==> config.mk <==
export PLATFORM = sky130hd
export DESIGN_NAME = switch_debounce_pair
export DESIGN_NICKNAME = d
export VERILOG_FILES = /design/src/rtl/switch_debounce_pair.sv
export SDC_FILE = /design/constraint.sdc
export NUM_CORES = 1
export LEC_CHECK = 0
export ABC_AREA = 1
export CORE_MARGIN = 3
export CORE_UTILIZATION = 25
export DETAILED_ROUTE_END_ITERATION = 8
export PLACE_DENSITY_LB_ADDON = 0.3
export SLEW_MARGIN = 20
export SYNTH_ARGS = -nofsm -noshare
export SYNTH_HDL_FRONTEND = slang
export SYNTH_SLANG_ARGS = --single-unit
==> constraint.sdc <==
create_clock -name clk -period 3.15 [get_ports clk]
set_input_delay 0.63 -clock clk [delete_from_list [all_inputs] [get_ports clk]]
set_output_delay 0.63 -clock clk [all_outputs]
set_load 0.005 [all_outputs]
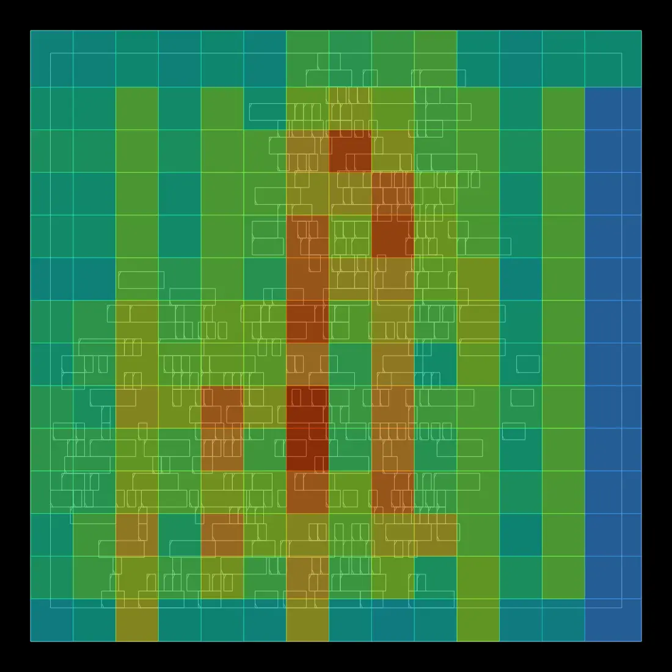
Figure 1: routing congestion map.
GR Util met3: 0.0226
met2 usage in global routing: 0.159

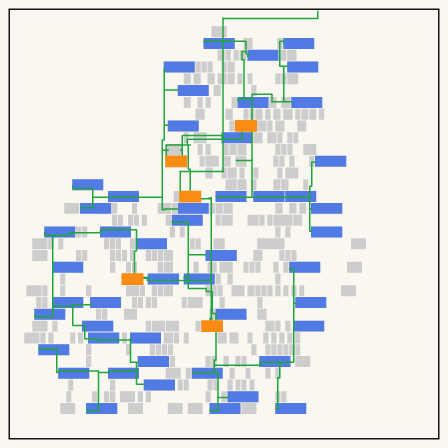
Figure 2: routed clock nets over the placement.
cells driving clock nets -> orange  # count 5
clock wires -> green  # length 655 um
flip-flops -> blue  # count 49
routed clock nets = 6
Clock Skew: 0.0111 ns
Clock power frac: 0.354
Late-Pin Clk Latency: 0.31 ns
P_clk: 0.392 mW

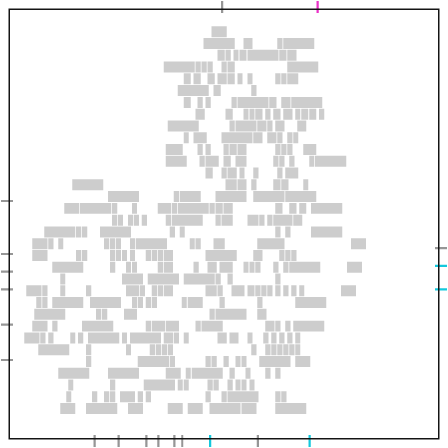
Figure 3: pin placement.
Pins as bars across the die edge, other pins in gray.
clk -> magenta  # pins 1, direction input, edge north
s2 -> cyan  # pins 4, direction output, edge 2 south, 2 east
all pins by edge = 9 south, 6 west, 3 east, 2 north
Die X-Extent: 98.9 um
IO buf count: 19
die height: 98.9 um

==> run summary <==
Outcome = completed
Top Layout Cells = nand2_1 (92), inv_1 (66), dfxtp_1 (49), nor2_1 (27), clkdlybuf4s50_1 (19)
Cell Rows = 33
CLK BUF = 5
Mux area share = 0
Critical Path Start Type = register
Routed WL = 4190 um
Final non-filler cell total = 437
CP top delay family = buffers and inverters
Dpl cells = 429
Final hold slack = 0.422 ns
Longest Clk Path Bufs = 2
Maximum VDD drop = 159 uV
Internal Power = 0.826 mW
Flop count = 49
Synth area leaders = dfxtp_1 (46%), nand2_1 (16%), inv_1 (11%)
Fa+ha+maj area frac = 0.00580
NetSw = 0.282 mW
Number of diodes = 0
Full die area = 9770 um^2
Fin area = 2550 um^2
Rel. slew slack = 0.561
Non-clock buffer contribution to total cell area = 0.0804
Final ANT Viol Nets = 0
Non-clock buffer count = 21
DR WL met2 = 1900 um
Sequential share of power = 0.578
Distinct lib cells = 25
Fraction of area in registers = 0.384
Xor/xnor share = 0.0447
Critical Path RT = 2.52 ns
Synth Area per Inst = 6.95 um^2
Setup violators final = 0
Register clock-pin slew on the reported worst setup and hold paths = 0.10 ns
Total global routing overflow = 0
Pre-Place Util = 0.260
Floorplan Nets = 321
Fraction of area in multi-input gates = 0.348
Post-layout minimum cycle time = 2.38 ns
Setup Slack @ Placement = 1.10 ns
Top power group = registers
Area growth from synthesis to layout = 18.4%
No activity file was given, so power comes from the tool's default toggle rates.
